Design pipe_stall_ctrl, sky130hd; sources not shown.
Figure 1. Signal wires on met1 (run 1).
Bar = 20 um. Cells faint in the background.
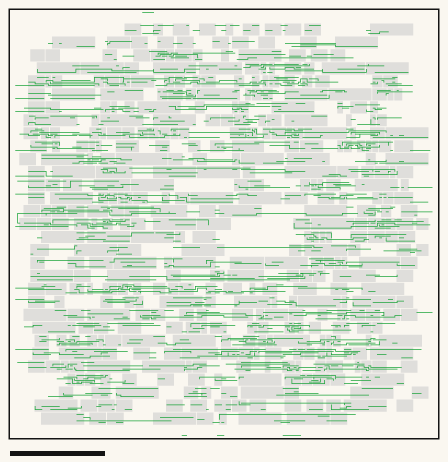
wire length on this layer	3,920 um
nets with wire on the layer	403
longest straight run	28.5 um
main direction	horizontal
Detailed Route WL: 8.33 mm
via count: 2,949
GR Util met1: 30.2%

Figure 2. Metal 2 (run 1).
Bar = 20 um. Cells faint in the background.
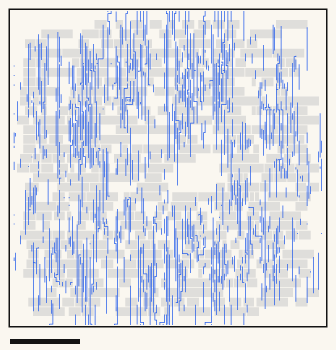
wire length on this layer	4,010 um
nets with wire on the layer	403
share of all routed wire	48%
main direction	vertical
longest straight run	41.6 um
met2 Resource Use GR: 35.9%

Figure 3. The metal 3 layer (run 1).
Bar = 20 um. Cells faint in the background.
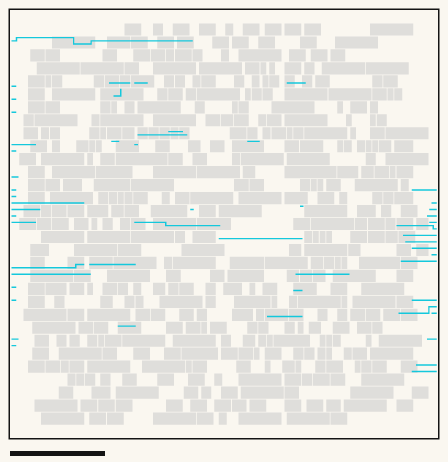
nets with wire on the layer	45
main direction	horizontal
wire length on this layer	281 um
met3 GRT Util: 4.15%

==> impl_metrics.env, run 1 <==
# flow metrics
export IMPL_status="completed"
export IMPL_worstSetupStartpointType="input pin"
export IMPL_p_seq_w=0.00177
export IMPL_routed_via_density=5.43
export IMPL_clock_buffers=11
export IMPL_yosys_area_share_aoi_pct=2.97
export IMPL_power_density_nw_per_um2=802
export IMPL_routedWlPerCell_um=15.3
export IMPL_lay_top_count="dfrtp_1"
export IMPL_grt_max_degree=72
export IMPL_synth_top_cell_by_count="dfrtp_1"
export IMPL_dp_cells=526
export IMPL_total_power_w=0.00405
export IMPL_drive_gt1_share_pct=14.6
export IMPL_grt_first_pass_wirelength_mm=14.6
export IMPL_cts_made_buffers=9
export IMPL_area_delta_synth_final_pct=31.6
export IMPL_slew_viol_final=0
export IMPL_grt_usage_pct=22.2
export IMPL_dp_slack_ps=-449
export IMPL_common_cells="dfrtp_1, xnor2_1, nand4_1, nand2_1, nand3_1"
export IMPL_die_w_um=89.8
export IMPL_rows=31
export IMPL_combPwrFrac_pct=25.5
export IMPL_yosysWarnings=0
export IMPL_final_comb_area_um2=1850
export IMPL_ys_flops=76
export IMPL_grt_busiest_layer="met2"
## Run 2: what changed since run 1
- CORE_MARGIN: 1.5 -> not set
==> impl_metrics.env, run 2 <==
# flow metrics
export IMPL_combPwrFrac_pct=25.8
export IMPL_cts_made_buffers=9
export IMPL_final_comb_area_um2=1850
export IMPL_rows=31
export IMPL_drive_gt1_share_pct=14.5
export IMPL_worstSetupStartpointType="input pin"
export IMPL_slew_viol_final=0
export IMPL_die_w_um=88.8
export IMPL_total_power_w=0.00400
export IMPL_area_delta_synth_final_pct=31.2
export IMPL_use_met2_pct=35.9
export IMPL_yosys_area_share_aoi_pct=2.97
export IMPL_dp_cells=529
export IMPL_p_seq_w=0.00176
export IMPL_routedWlPerCell_um=15.3
export IMPL_power_density_nw_per_um2=795
export IMPL_grt_max_degree=49
export IMPL_clock_buffers=12
export IMPL_synth_top_cell_by_count="dfrtp_1"
export IMPL_common_cells="dfrtp_1, xnor2_1, nand4_1, nand2_1, nand3_1"
export IMPL_routed_wl_mm=8.34
export IMPL_status="completed"
export IMPL_lay_top_count="dfrtp_1"
export IMPL_ys_flops=76
export IMPL_yosysWarnings=0
export IMPL_drc=0
export IMPL_p_sw_share_pct=30.4
export IMPL_grt_busiest_layer="met2"
export IMPL_dp_slack_ps=-451
export IMPL_num_vias=2979
Figure 4. Routing congestion map (run 2).
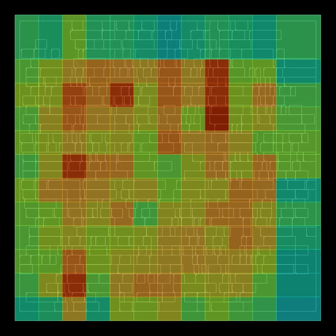
met3 GRT Util: 4.20%
global-route usage over all layers: 22.8%

